==> src/rtl/bias_ctrl.sv <==
// Bias channel controller: pops 16-bit opcodes from the bias FIFO, updates a
// shadow on/off mask for up to NUM_CH PA bias channels, and ships each new
// mask to the SPI data FIFO as one command byte followed by the mask bytes
// (most significant first). Each frame is followed by one request byte on
// the SPI request queue. Every wait on a full or ack input is bounded by
// ACK_TIMEOUT cycles. The committed mask only changes when a whole frame
// has been handed off.
module bias_ctrl #(
  parameter int         NUM_CH      = 16,
  parameter int         S4_CH       = 4,
  parameter logic [7:0] CMD_BYTE    = 8'h40,
  parameter logic [7:0] QUEUE_ID    = 8'h05,
  parameter int         ACK_TIMEOUT = 255
) (
  input  logic              clk,
  input  logic              rst,
  input  logic              bias_en,
  input  logic              x7_mode,
  input  logic [15:0]       bias_fifo_i,
  output logic              bias_fifo_rd_en_o,
  input  logic              bias_fifo_empty_i,
  output logic [7:0]        spi_o,
  output logic              spi_wr_en_o,
  input  logic              spi_fifo_full_i,
  input  logic              spi_wr_ack_i,
  output logic [7:0]        spiwr_queue_data_o,
  output logic              spiwr_queue_wr_en_o,
  input  logic              spiwr_queue_fifo_full_i,
  input  logic              spiwr_queue_wr_ack_i,
  output logic [NUM_CH-1:0] bias_state_o,
  output logic [7:0]        status_o,
  output logic              busy_o
);

  localparam int MB = (NUM_CH + 7) / 8;
  localparam int IW = $clog2(MB + 1);
  localparam int TW = $clog2(ACK_TIMEOUT + 1);

  localparam logic [IW-1:0] IDX_LAST = IW'(MB);
  localparam logic [TW-1:0] TMO_LAST = TW'(ACK_TIMEOUT - 1);
  localparam logic [8:0]    LIM_X7   = 9'(NUM_CH);
  localparam logic [8:0]    LIM_S4   = 9'(S4_CH);

  localparam logic [7:0] ST_OK      = 8'h00;
  localparam logic [7:0] ST_ERR_CH  = 8'h31;
  localparam logic [7:0] ST_ERR_OP  = 8'h32;
  localparam logic [7:0] ST_ERR_TMO = 8'h33;

  localparam logic [1:0] OP_SET_CH  = 2'b00;
  localparam logic [1:0] OP_ALL_OFF = 2'b01;
  localparam logic [1:0] OP_ALL_ON  = 2'b10;
  localparam logic [1:0] OP_ILLEGAL = 2'b11;

  typedef enum logic [2:0] {
    S_IDLE    = 3'd0,
    S_LATCH   = 3'd1,
    S_DECODE  = 3'd2,
    S_SPI_WR  = 3'd3,
    S_SPI_ACK = 3'd4,
    S_Q_WR    = 3'd5,
    S_Q_ACK   = 3'd6,
    S_DONE    = 3'd7
  } state_t;

  state_t              state_r;
  state_t              state_next_s;
  logic [1:0]          op_code_r;
  logic                op_val_r;
  logic [7:0]          op_ch_r;
  logic [NUM_CH-1:0]   next_mask_r;
  logic [NUM_CH-1:0]   bias_state_r;
  logic [7:0]          status_r;
  logic                busy_r;
  logic [IW-1:0]       idx_r;
  logic [TW-1:0]       tmo_cnt_r;

  logic [8:0]          lim_s;
  logic [NUM_CH-1:0]   lim_mask_s;
  logic [NUM_CH-1:0]   build_mask_s;
  logic [MB*8-1:0]     pad_mask_s;
  logic                err_op_s;
  logic                err_ch_s;
  logic                tmo_hit_s;
  logic                rd_en_s;
  logic                spi_wr_en_s;
  logic [7:0]          spi_data_s;
  logic                q_wr_en_s;
  logic [7:0]          q_data_s;
  logic                unused_s;

  // Opcode bits 13:9 carry no meaning for any operation.
  assign unused_s = ^bias_fifo_i[13:9];

  // Byte idx of the frame: 0 is the command byte, 1..MB are mask bytes MSB first.
  function automatic logic [7:0] frame_byte(input logic [IW-1:0] idx,
                                            input logic [MB*8-1:0] pad);
    logic [7:0] byte_v;
    byte_v = CMD_BYTE;
    for (int k = 1; k <= MB; k++) begin
      if (idx == IW'(k)) begin
        byte_v = pad[(MB-k)*8 +: 8];
      end
    end
    return byte_v;
  endfunction

  // Channel limit, opcode checks and the candidate mask for the latched opcode.
  always_comb begin
    lim_s        = x7_mode ? LIM_X7 : LIM_S4;
    lim_mask_s   = {NUM_CH{1'b0}};
    build_mask_s = {NUM_CH{1'b0}};
    for (int i = 0; i < NUM_CH; i++) begin
      lim_mask_s[i] = (9'(i) < lim_s);
    end
    err_op_s = (op_code_r == OP_ILLEGAL);
    err_ch_s = (op_code_r == OP_SET_CH) && ({1'b0, op_ch_r} >= lim_s);
    case (op_code_r)
      OP_SET_CH: begin
        build_mask_s = bias_state_r;
        for (int i = 0; i < NUM_CH; i++) begin
          if (op_ch_r == 8'(i)) begin
            build_mask_s[i] = op_val_r;
          end else begin
            build_mask_s[i] = bias_state_r[i];
          end
        end
      end
      OP_ALL_OFF: build_mask_s = {NUM_CH{1'b0}};
      OP_ALL_ON:  build_mask_s = lim_mask_s;
      default:    build_mask_s = {NUM_CH{1'b0}};
    endcase
    build_mask_s = build_mask_s & lim_mask_s;
    pad_mask_s   = {(MB*8){1'b0}};
    pad_mask_s[NUM_CH-1:0] = next_mask_r;
  end

  // State register.
  always_ff @(posedge clk or posedge rst) begin
    if (rst) begin
      state_r <= S_IDLE;
    end else begin
      state_r <= state_next_s;
    end
  end

  // Next-state logic, including the bounded waits on full/ack inputs.
  always_comb begin
    state_next_s = state_r;
    tmo_hit_s    = 1'b0;
    case (state_r)
      S_IDLE: begin
        if (bias_en && !bias_fifo_empty_i) begin
          state_next_s = S_LATCH;
        end else begin
          state_next_s = S_IDLE;
        end
      end
      S_LATCH: state_next_s = S_DECODE;
      S_DECODE: begin
        if (err_op_s || err_ch_s) begin
          state_next_s = S_IDLE;
        end else begin
          state_next_s = S_SPI_WR;
        end
      end
      S_SPI_WR: begin
        if (!spi_fifo_full_i) begin
          state_next_s = S_SPI_ACK;
        end else if (tmo_cnt_r == TMO_LAST) begin
          state_next_s = S_IDLE;
          tmo_hit_s    = 1'b1;
        end else begin
          state_next_s = S_SPI_WR;
        end
      end
      S_SPI_ACK: begin
        if (spi_wr_ack_i) begin
          state_next_s = (idx_r == IDX_LAST) ? S_Q_WR : S_SPI_WR;
        end else if (tmo_cnt_r == TMO_LAST) begin
          state_next_s = S_IDLE;
          tmo_hit_s    = 1'b1;
        end else begin
          state_next_s = S_SPI_ACK;
        end
      end
      S_Q_WR: begin
        if (!spiwr_queue_fifo_full_i) begin
          state_next_s = S_Q_ACK;
        end else if (tmo_cnt_r == TMO_LAST) begin
          state_next_s = S_IDLE;
          tmo_hit_s    = 1'b1;
        end else begin
          state_next_s = S_Q_WR;
        end
      end
      S_Q_ACK: begin
        if (spiwr_queue_wr_ack_i) begin
          state_next_s = S_DONE;
        end else if (tmo_cnt_r == TMO_LAST) begin
          state_next_s = S_IDLE;
          tmo_hit_s    = 1'b1;
        end else begin
          state_next_s = S_Q_ACK;
        end
      end
      S_DONE:  state_next_s = S_IDLE;
      default: state_next_s = S_IDLE;
    endcase
  end

  // Strobes and data bytes; a strobe is only raised in its issuing state.
  always_comb begin
    rd_en_s     = 1'b0;
    spi_wr_en_s = 1'b0;
    spi_data_s  = 8'h00;
    q_wr_en_s   = 1'b0;
    q_data_s    = 8'h00;
    case (state_r)
      S_IDLE: begin
        rd_en_s = bias_en && !bias_fifo_empty_i && !rst;
      end
      S_SPI_WR: begin
        spi_data_s  = frame_byte(idx_r, pad_mask_s);
        spi_wr_en_s = !spi_fifo_full_i;
      end
      S_Q_WR: begin
        q_data_s  = QUEUE_ID;
        q_wr_en_s = !spiwr_queue_fifo_full_i;
      end
      default: begin
        rd_en_s = 1'b0;
      end
    endcase
  end

  // Opcode capture, frame bookkeeping, committed mask, status and busy.
  always_ff @(posedge clk or posedge rst) begin
    if (rst) begin
      op_code_r    <= 2'b00;
      op_val_r     <= 1'b0;
      op_ch_r      <= 8'h00;
      next_mask_r  <= {NUM_CH{1'b0}};
      bias_state_r <= {NUM_CH{1'b0}};
      status_r     <= ST_OK;
      busy_r       <= 1'b0;
      idx_r        <= {IW{1'b0}};
      tmo_cnt_r    <= {TW{1'b0}};
    end else begin
      case (state_r)
        S_LATCH: begin
          op_code_r <= bias_fifo_i[15:14];
          op_val_r  <= bias_fifo_i[8];
          op_ch_r   <= bias_fifo_i[7:0];
        end
        S_DECODE: begin
          if (err_op_s) begin
            status_r <= ST_ERR_OP;
          end else if (err_ch_s) begin
            status_r <= ST_ERR_CH;
          end else begin
            next_mask_r <= build_mask_s;
            idx_r       <= {IW{1'b0}};
          end
        end
        S_SPI_ACK: begin
          if (spi_wr_ack_i && (idx_r != IDX_LAST)) begin
            idx_r <= idx_r + IW'(1);
          end
        end
        S_DONE: begin
          bias_state_r <= next_mask_r;
          status_r     <= ST_OK;
        end
        default: begin
          idx_r <= idx_r;
        end
      endcase
      if (tmo_hit_s) begin
        status_r <= ST_ERR_TMO;
      end
      // Restart the wait counter on every state change.
      if (state_next_s != state_r) begin
        tmo_cnt_r <= {TW{1'b0}};
      end else begin
        tmo_cnt_r <= tmo_cnt_r + TW'(1);
      end
      busy_r <= (state_next_s != S_IDLE);
    end
  end

  assign bias_fifo_rd_en_o   = rd_en_s;
  assign spi_wr_en_o         = spi_wr_en_s;
  assign spi_o               = spi_data_s;
  assign spiwr_queue_wr_en_o = q_wr_en_s;
  assign spiwr_queue_data_o  = q_data_s;
  assign bias_state_o        = bias_state_r;
  assign status_o            = status_r;
  assign busy_o              = busy_r;

endmodule
==> config.mk <==
export PLATFORM = sky130hd
export DESIGN_NAME = bias_ctrl
export DESIGN_NICKNAME = d
export VERILOG_FILES = /design/src/rtl/bias_ctrl.sv
export SDC_FILE = /design/constraint.sdc
export NUM_CORES = 1
export LEC_CHECK = 0
export ABC_AREA = 1
export CORE_MARGIN = 3
export CORE_UTILIZATION = 55
export CTS_BUF_LIST = sky130_fd_sc_hd__clkbuf_8 sky130_fd_sc_hd__clkbuf_16
export DETAILED_ROUTE_END_ITERATION = 10
export DONT_BUFFER_PORTS = 1
export PLACE_DENSITY = 0.8
export REMOVE_ABC_BUFFERS = 1
export SETUP_SLACK_MARGIN = 0.2
export SKIP_CTS_REPAIR_TIMING = 1
export SLEW_MARGIN = 5
export SYNTH_ARGS = -nofsm -noshare
export SYNTH_HDL_FRONTEND = slang
export SYNTH_SLANG_ARGS = --single-unit
==> constraint.sdc <==
create_clock -name clk -period 5.5 [get_ports clk]
set_input_delay 0.825 -clock clk [delete_from_list [all_inputs] [get_ports clk]]
set_output_delay 0.825 -clock clk [all_outputs]
set_load 0.03 [all_outputs]
**Run 1: cells coloured by class**

Drawn at 4 px/um. Fill, decap, tap and diode cells in grey.
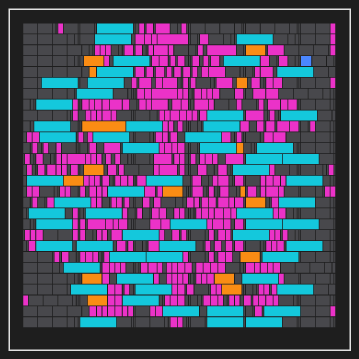
| colour | class | cells | share of their area |
|---|---|---|---|
| magenta | all other logic | 351 | 51% |
| orange | clock drivers and dummy loads | 16 | 5.8% |
| cyan | flops | 60 | 43% |
| blue | other buffers and delay cells | 1 | 0.22% |
Finished Cell Area: 3580 sq um
sequential share of cell area: 0.419
Core ar.: 5960 sq um

**Run 1: metal 2**

Drawn at 4 px/um. Cells faint in the background.
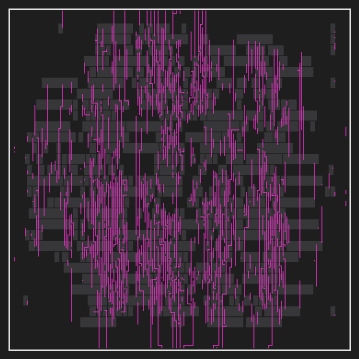
longest straight run: 48.6 um
wire length on this layer: 3410 um
nets with wire on the layer: 373
main direction: vertical
via count: 2781
WL final: 7560 um
met2 track demand over resource: 0.340

==> out/metrics.yaml, run 1 <==
setup_path:
  critPathMaxFanout: 10
  cp.arrival_ns: 2.45
  cp.buffers_inverters: 1
  cp_slowest_cell: "a221oi_1"
  required_ns: 4.68
  r2r_slack_ns: 3.13
  crit_chain: "inv_1 -> ha_1 -> nor2_1 -> a221oi_1"
  critPathLaunchType: "flip-flop"
  rr_endpoint: "status_o[0]$_DFFE_PP0P_"
  path_class: "reg2out"
synth:
  synth_warnings: 0
  ys.flops: 60
  yosys_cells: 428
  ff_type: "dfrtp_1"
  syn_inst: 428
  fa_ha_area_frac: 0.0220
  ys_async_sr_fraction: 1.00
  synthSimpleGateAreaFrac: 0.240
  yosysMostFrequentCell: "nand2_1"
  ys_seq_share: 0.439
  topCellsByArea: "dfrtp_1 44%, nand2_1 9.9%, inv_1 5.0%"
  edf_count: 0
  synthAoiAreaFrac: 0.162
  netlist_area_sq_um: 3420
  netlist_top_cells_count: "90 x nand2_1, 60 x dfrtp_1, 46 x inv_1, 30 x o21ai_0, 23 x o21ai_1"
  avgSynthCellArea_sq_um: 7.99
  xor_share: 0.0154
  mux_share: 0
  synth_cell_types: 39
  synth_top_cell_by_area: "dfrtp_1"
place:
  dp_hpwl_um: 5380
  dpl_cell_area_sq_um: 3380
  place.gp.congestion: 0.932
global_routing:
  overflow: 0
  grt_max_degree: 61
  grt_pass1_wl_um: 12500
  grt.total_usage: 0.224
  antenna_found_initial: 0
pwr:
  vdd_drop_max_mv: 0.345
  leakagePower_nw: 1.66
  powerDensity_nw_per_um2: 598
cells_and_area:
  drive_above_1_share: 0.147
  fin_nets: 454
  syn_to_final_growth_pct: 4.72
sta:
  timing.final.hold_violations: 0
  fin_crit_ns: 3.28
  slew_headroom: 0.229
  period_used_share: 0.596
  fin_tns_setup_ns: 0
  slew_violations: 0
route:
  detail_route.wl_per_cell_um: 15.0
  antenna_left: 0
  drt_pass1_iterations: 4
  vias_per_cell: 5.53
clocking:
  cts_inserted_buffers: 9
  clkTransAtPathRegs_ns: 0.06
  cts.sinks: 60
die:
  ios: 69
  design.die.area_sq_um: 7200
min_path:
  hold_end: "tmo_cnt_r[0]$_DFF_PP0_"
  min_from: "tmo_cnt_r[0]$_DFF_PP0_"
  hold_path_depth: 1
status:
  status: "finished, final reports clean"
**Run 1: clock distribution**

Drawn at 6 px/um.
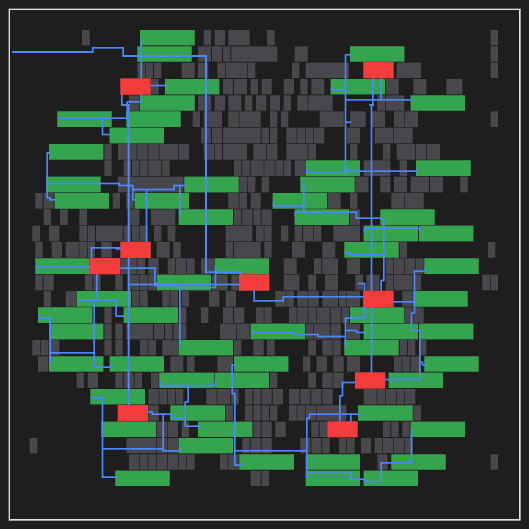
[blue] clock wires | length: 784 um
[red] cells driving clock nets | count: 9
[green] flip-flops | count: 60
flops lie: spread over the die
final clock skew: 0.0152 ns
clk latency late pin: 0.35 ns

**Run 1: pin placement**

Drawn at 3 px/um. Pins as bars across the die edge, other pins in grey.
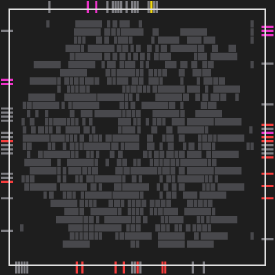
| colour | port | pins | direction | edge |
|---|---|---|---|---|
| red | bias_state_o | 16 | output | 7 bottom, 7 right, 2 left |
| yellow | spi_wr_ack_i | 1 | input | top |
| magenta | status_o | 8 | output | 4 right, 2 top, 2 left |
all pins by edge: 18 left, 18 right, 17 bottom, 16 top
die height: 84.9 um
port bufs: 0
Die X: 84.9 um

run 1: placed cells by master, fill, tap and decap left out, types with 13 or more instances in the layout:
| master | netlist | layout |
|---|---|---|
| o21ai_1 | 23 | 23 |
| inv_2 | 14 | 15 |
| a21oi_1 | 19 | 19 |
| inv_1 | 46 | 46 |
| nor2_2 | 13 | 13 |
| nor2_1 | 18 | 18 |
| dfrtp_1 | 60 | 60 |
| nand3_1 | 19 | 19 |
| o21ai_0 | 30 | 30 |
| nand2_1 | 90 | 90 |
run 1: worst register-to-register path: stages, from the launching register on:
cell and delay (ns):
dfrtp_1 0.63, nand3_1 0.91, nand2_1 0.34, o21ai_2 0.13
inv_2 0.05, nand2_1 0.07, o21ai_1 0.17
run 1: report_power, final:
| group | leakage, nW | switching [mW] | internal [mW] |
|---|---|---|---|
| clock network | 0.107 | 0.173 | 0.231 |
| logic | 0.772 | 0.561 | 0.261 |
| registers | 0.782 | 0.311 | 0.604 |
run 1: per-stage QoR:
step / total power, mW / setup WS (ns) / hold slack, ns / utilization / std cells
floorplan: 1.53 / 1.77 / 0.461 / - / 411
global placement: 1.70 / 2.60 / 0.478 / 0.567 / 487
detailed placement: 1.73 / 2.57 / 0.488 / 0.567 / 487
CTS: 2.14 / 2.20 / 0.496 / 0.601 / 503
global route: 2.31 / 2.10 / 0.523 / 0.601 / 503
finish: 2.14 / 2.22 / 0.499 / 0.601 / 503
run 1: metal layers:
metal  share of wire  track usage
met3           0.089       0.0641
met2            0.45        0.340
met4           0.028        0.118
met1            0.43        0.290
met5               0            0
run 1: how the worst max path moves through the flow:
stage	start	end	slack, ns	cells past startpoint
4_1_cts	idx_r[0]$_DFFE_PP0P_	spi_o[6]	2.20	4
5_1_grt	idx_r[0]$_DFFE_PP0P_	spi_o[6]	2.10	4
2_1_floorplan	rst	bias_fifo_rd_en_o	1.77	3
6_report	idx_r[0]$_DFFE_PP0P_	spi_o[6]	2.22	4
3_3_place_gp	idx_r[0]$_DFFE_PP0P_	spi_o[6]	2.60	4
3_5_place_dp	idx_r[0]$_DFFE_PP0P_	spi_o[6]	2.57	4
run 1: logic make-up (layout without fill, tap and decap cells):
kind of cell               after synthesis  in the layout
and+or+nand+nor                        169            169
AOI/OAI and AO/OA                       98             98
buffers and inverters                   88             79
DFF                                     60             60
adders and majority gates                6              6
xor gates and xnor gates                 6              6
other                                    1             10
run 1: layout make-up:
cell class                      count  share of cell area
Tap cell                           75              0.0262
Inverter                           62              0.0664
Multi-Input combinational cell    289               0.429
Timing Repair Buffer                1             0.00210
Clock inverter                      5              0.0143
Clock buffer                       11              0.0423
Sequential cell                    60               0.419
run 1: flip-flops by register name, indices dropped and copies added (netlist names):
name,count
bias_state_o,16
next_mask_r,16
op_ch_r,8
tmo_cnt_r,8
state_r,3
status_o,3
idx_r,2
op_code_r,2
busy_o,1
op_val_r,1
==> run 1 -> run 2 <==
==> constraint.sdc (replaced) <==
create_clock -name clk -period 3.31 [get_ports clk]
set_input_delay 0.4965 -clock clk [delete_from_list [all_inputs] [get_ports clk]]
set_output_delay 0.4965 -clock clk [all_outputs]
set_load 0.03 [all_outputs]
**Run 2: metal 2**

Drawn at 4 px/um. Cells faint in the background.
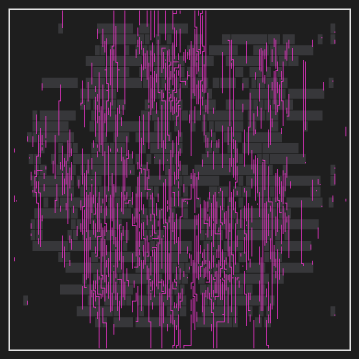
via count: 2814
met2 track demand over resource: 0.338
WL final: 7450 um

**Run 2: pin placement**

Drawn at 3 px/um. Pins as bars across the die edge, other pins in grey.
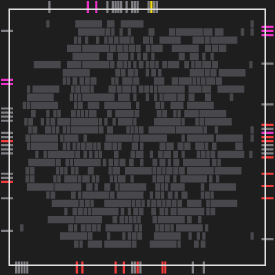
| colour | port | pins | direction | edge |
|---|---|---|---|---|
| magenta | status_o | 8 | output | 4 right, 2 top, 2 left |
| yellow | spi_wr_ack_i | 1 | input | top |
| red | bias_state_o | 16 | output | 7 bottom, 7 right, 2 left |

==> out/metrics.yaml, run 2 <==
setup_path:
  critPathLaunchType: "flip-flop"  # unchanged
  required_ns: 2.81  # was 4.68 ns
  path_class: "reg2out"  # unchanged
  cp.arrival_ns: 2.36  # was 2.45 ns
  critPathMaxFanout: 10  # unchanged
global_routing:
  grt_max_degree: 61  # unchanged
  antenna_found_initial: 0  # unchanged
  grt.total_usage: 0.226  # was 0.224
  overflow: 0  # unchanged
  grt_pass1_wl_um: 12800  # was 12500 um
route:
  drt_pass1_iterations: 5  # was 4
  antenna_left: 0  # unchanged
  detail_route.wl_per_cell_um: 14.7  # was 15.0 um
  vias_per_cell: 5.55  # was 5.53
synth:
  synth_warnings: 0  # unchanged
  ff_type: "dfrtp_1"  # unchanged
  synth_cell_types: 39  # unchanged
  synth_top_cell_by_area: "dfrtp_1"  # unchanged
  yosysMostFrequentCell: "nand2_1"  # unchanged
  ys_async_sr_fraction: 1.00  # unchanged
  topCellsByArea: "dfrtp_1 44%, nand2_1 9.9%, inv_1 5.0%"  # unchanged
  ys.flops: 60  # unchanged
  syn_inst: 428  # unchanged
  netlist_top_cells_count: "90 x nand2_1, 60 x dfrtp_1, 46 x inv_1, 30 x o21ai_0, 23 x o21ai_1"  # unchanged
  netlist_area_sq_um: 3420  # unchanged
  edf_count: 0  # unchanged
  ys_seq_share: 0.439  # unchanged
pwr:
  powerDensity_nw_per_um2: 978  # was 598 nW/um^2
  vdd_drop_max_mv: 0.519  # was 0.345 mV
  leakagePower_nw: 1.68  # was 1.66 nW
die:
  die_w_um: 84.9  # unchanged
  design.die.area_sq_um: 7200  # unchanged
  ios: 69  # unchanged
sta:
  slew_headroom: 0.498  # was 0.229
  hold_slack_ns: 0.274  # was 0.499 ns
  fin_skew_ns: 0.00997  # was 0.0152 ns
  slew_violations: 0  # unchanged
  fin_tns_setup_ns: 0  # unchanged
  period_used_share: 0.863
place:
  place.gp.congestion: 0.929  # was 0.932
clocking:
  clk-insertion-delay-late_ns: 0.34  # was 0.35 ns
  cts_inserted_buffers: 9  # unchanged
  clkTransAtPathRegs_ns: 0.06  # about the same
cells_and_area:
  final_common_cell: "nand2_1"  # unchanged
  final_cell_mix: "90 x nand2_1, 60 x dfrtp_1, 47 x inv_1"  # was 90 x nand2_1, 60 x dfrtp_1, 46 x inv_1
  syn_to_final_growth_pct: 5.05  # was 4.72%
status:
  status: "finished, final reports clean"  # unchanged
## run 2: cell counts after synthesis
No cell type changed its count.
## run 2: logic make-up (layout without fill, tap and decap cells)
family          after synthesis  count (layout)  share of synthesized area
simple gates                169             169                      0.240
compound gates               98              98                      0.162
buf+inv                      88              83                      0.121
flops                        60              60                      0.439
fa+ha+maj                     6               6                     0.0220
xor+xnor                      6               6                     0.0154
other cells                   1              10                    0.00110
## run 2: per-layer routing
layer	part of all wire	up-vias	global-route usage
met5	0	-	0
met4	0.020	0	0.0849
met3	0.081	14	0.0592
met2	0.46	120	0.338
met1	0.44	1309	0.319
li1	-	1371	-
## run 2: report_power, final
| part | total, mW | internal, mW | switching [mW] |
|---|---|---|---|
| registers | 1.52 | 1.00 | 0.514 |
| logic | 1.38 | 0.452 | 0.928 |
| clock network | 0.616 | 0.338 | 0.278 |
| total | 3.51 | 1.79 | 1.72 |
## run 2: worst max-delay path, cell delays in order, from the launching register on
cell and delay (ns):
dfrtp_1 0.35, inv_1 0.07, ha_1 0.36, nor2_1 0.54, nand2_1 0.11, a21oi_1 0.60
## run 2: path summary, 6_finish.rpt
| kind | startpoint | to | slack [ns] | depth (start not counted) |
|---|---|---|---|---|
| max | idx_r[0]$_DFFE_PP0P_ | spi_o[3] | 0.45 | 5 |
| min | bias_fifo_i[15] | op_code_r[1]$_DFFE_PP0P_ | 0.27 | 2 |
| max reg2reg | state_r[0]$_DFF_PP0_ | tmo_cnt_r[2]$_DFF_PP0_ | 1.40 | 7 |
| min reg2reg | tmo_cnt_r[0]$_DFF_PP0_ | tmo_cnt_r[0]$_DFF_PP0_ | 0.49 | 1 |
| max in group asynchronous | rst | state_r[1]$_DFF_PP0_ | 2.49 | 2 |
| min in group asynchronous | rst | tmo_cnt_r[6]$_DFF_PP0_ | 0.32 | 2 |
## run 2: area by class of cell
cell class	instances	area [sq um]
Fill cell	550	2360
Inverter	62	238
Tap cell	75	93.8
Clock inverter	7	60.1
Timing Repair Buffer	5	37.5
Multi-Input combinational cell	289	1540
Clock buffer	9	124
Sequential cell	60	1500
## run 2: stage by stage
stage / power, mW / setup slack, ns / utilization / instances / area (sq um)
2_1_floorplan: 2.54 / 0.242 / - / 411 / 3280
3_3_place_gp: 2.84 / 0.854 / 0.572 / 491 / 3410
3_5_place_dp: 2.89 / 0.813 / 0.572 / 491 / 3410
4_1_cts: 3.53 / 0.440 / 0.603 / 507 / 3590
5_1_grt: 3.81 / 0.292 / 0.603 / 507 / 3590
6_report: 3.51 / 0.453 / 0.603 / 507 / 3590
==> run 2 -> run 3 <==
--- a/config.mk
+++ b/config.mk
@@ -19,3 +19,4 @@
 export SYNTH_ARGS = -nofsm -noshare
 export SYNTH_HDL_FRONTEND = slang
 export SYNTH_SLANG_ARGS = --single-unit
+export TNS_END_PERCENT = 1
==> out/metrics.yaml, run 3 <==
synth:
  edf_count: 0  # unchanged
  netlist_top_cells_count: "90 x nand2_1, 60 x dfrtp_1, 46 x inv_1, 30 x o21ai_0, 23 x o21ai_1"  # unchanged
  synth_warnings: 0  # unchanged
  yosysMostFrequentCell: "nand2_1"  # unchanged
  synth_top_cell_by_area: "dfrtp_1"  # unchanged
  ys_seq_share: 0.439  # unchanged
  ff_type: "dfrtp_1"  # unchanged
  synth_cell_types: 39  # unchanged
  yosys_cells: 428  # unchanged
  topCellsByArea: "dfrtp_1 44%, nand2_1 9.9%, inv_1 5.0%"  # unchanged
  avgSynthCellArea_sq_um: 7.99  # unchanged
  netlist_area_sq_um: 3420  # unchanged
  syn_inst: 428  # unchanged
  ys.flops: 60  # unchanged
  ys_async_sr_fraction: 1.00  # unchanged
place:
  place.gp.congestion: 0.929  # unchanged
  port_buffers: 0  # unchanged
  dp_hpwl_um: 5270  # unchanged
global_routing:
  grt.total_usage: 0.226  # unchanged
  antenna_found_initial: 0  # unchanged
  grt_max_degree: 61  # unchanged
  overflow: 0  # unchanged
  grt_pass1_wl_um: 12800  # unchanged
route:
  drt_pass1_iterations: 5  # unchanged
  vias_per_cell: 5.55  # unchanged
  vias: 2814  # unchanged
  antenna_left: 0  # unchanged
  wirelength_um: 7450  # unchanged
  detail_route.wl_per_cell_um: 14.7  # unchanged
sta:
  fin_crit_ns: 2.86  # unchanged
  slew_violations: 0  # unchanged
  hold_slack_ns: 0.274  # unchanged
  fin_tns_setup_ns: 0  # unchanged
  period_used_share: 0.863  # unchanged
  slew_headroom: 0.498  # unchanged
  timing.final.hold_violations: 0  # unchanged
setup_path:
  crit_chain: "inv_1 -> ha_1 -> nor2_1 -> nand2_1 -> a21oi_1"  # unchanged
  cp.arrival_ns: 2.36  # about the same
  critPathLaunchType: "flip-flop"  # unchanged
  r2r_cells: 7  # unchanged
  path_class: "reg2out"  # unchanged
  critPathMaxFanout: 10  # unchanged
  cp.buffers_inverters: 1  # unchanged
  cp_slowest_cell: "a21oi_1"  # unchanged
  crit_family: "simple AND/OR/NAND/NOR gates"  # unchanged
  required_ns: 2.81  # about the same
  max_stage_delay_ns: 0.60  # about the same
status:
  status: "finished, final reports clean"  # unchanged
die:
  ios: 69  # unchanged
  core_area_sq_um: 5960  # unchanged
  die_height_um: 84.9  # unchanged
pwr:
  powerDensity_nw_per_um2: 978  # unchanged
  leakagePower_nw: 1.68  # unchanged
cells_and_area:
  syn_to_final_growth_pct: 5.05  # unchanged
  fillers: 550  # unchanged
  final_cell_mix: "90 x nand2_1, 60 x dfrtp_1, 47 x inv_1"  # unchanged
  final_common_cell: "nand2_1"  # unchanged
  drive_above_1_share: 0.153  # unchanged
  fin_nets: 458  # unchanged
clocking:
  clkTransAtPathRegs_ns: 0.06  # about the same
  cts_inserted_buffers: 9  # unchanged
  htree_levels: 3  # unchanged
  clk-insertion-delay-late_ns: 0.34  # about the same
  cts.sinks: 60  # unchanged
min_path:
  hold_path_depth: 2  # unchanged
-- run 3: cell counts in the layout (fill, tap and decap cells not counted) --
Identical to the previous run, type by type.
-- run 3: worst paths after layout --
path,end,start,slack (ns)
worst max-delay path,spi_o[3],idx_r[0]$_DFFE_PP0P_,0.45
worst min-delay path,op_code_r[1]$_DFFE_PP0P_,bias_fifo_i[15],0.27
max in group asynchronous,state_r[1]$_DFF_PP0_,rst,2.49
worst min register to register,tmo_cnt_r[0]$_DFF_PP0_,tmo_cnt_r[0]$_DFF_PP0_,0.49
worst max register to register,tmo_cnt_r[2]$_DFF_PP0_,state_r[0]$_DFF_PP0_,1.40
min in group asynchronous,tmo_cnt_r[6]$_DFF_PP0_,rst,0.32
-- run 3: area by class of cell --
class                           instances  area, sq um  area share
Clock buffer                            9          124      0.0345
Clock inverter                          7         60.1      0.0167
Inverter                               62          238      0.0662
Multi-Input combinational cell        289         1540       0.428
Sequential cell                        60         1500       0.418
Tap cell                               75         93.8      0.0261
Timing Repair Buffer                    5         37.5      0.0104
-- run 3: per-stage QoR --
stage	utilization	worst slack (ns)	area [sq um]	power [mW]	instances
finish	0.603	0.453	3590	3.51	507
CTS	0.603	0.440	3590	3.53	507
floorplan	-	0.242	3280	2.54	411
detailed placement	0.572	0.813	3410	2.89	491
global route	0.603	0.292	3590	3.81	507
global placement	0.572	0.854	3410	2.84	491
-- run 3: cell families after synthesis --
kind of cell | after synthesis | synth area share
AND/OR/NAND/NOR | 169 | 0.240
AND-OR/OR-AND | 98 | 0.162
buffers and inverters | 88 | 0.121
flip-flops | 60 | 0.439
XOR/XNOR | 6 | 0.0154
adder cells (fa/ha/maj) | 6 | 0.0220
other | 1 | 0.00110
-- run 3: power breakdown --
group / internal [mW] / switching (mW)
Combinational: 0.452 / 0.928
Clock: 0.338 / 0.278
Sequential: 1.00 / 0.514
-- run 3: metal layers --
metal  up-vias  routed length, um  GRT usage
met5         -                  0          0
met4         0                150     0.0849
met3        14                601     0.0592
met2       120               3440      0.338
met1      1309               3260      0.319
li1       1371                  -          -
**Run 3: metal 2**

Drawn at 4 px/um. Cells faint in the background.
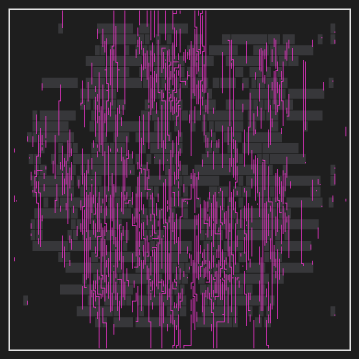
longest straight run: 40.1 um
wire length on this layer: 3440 um
nets with wire on the layer: 379

**Run 3: clock distribution**

Drawn at 6 px/um.
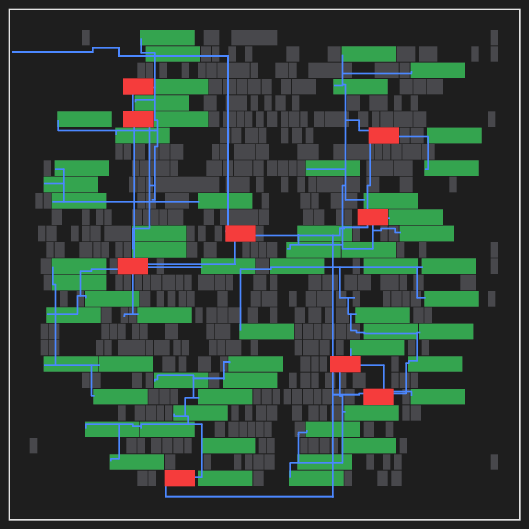
[green] flip-flops | count: 60
[red] cells driving clock nets | count: 9
[blue] clock wires | length: 757 um
routed clock nets: 10
Clock net power: 0.616 mW
final clock skew: 0.00997 ns

No activity file was given, so power comes from the tool's default toggle rates.
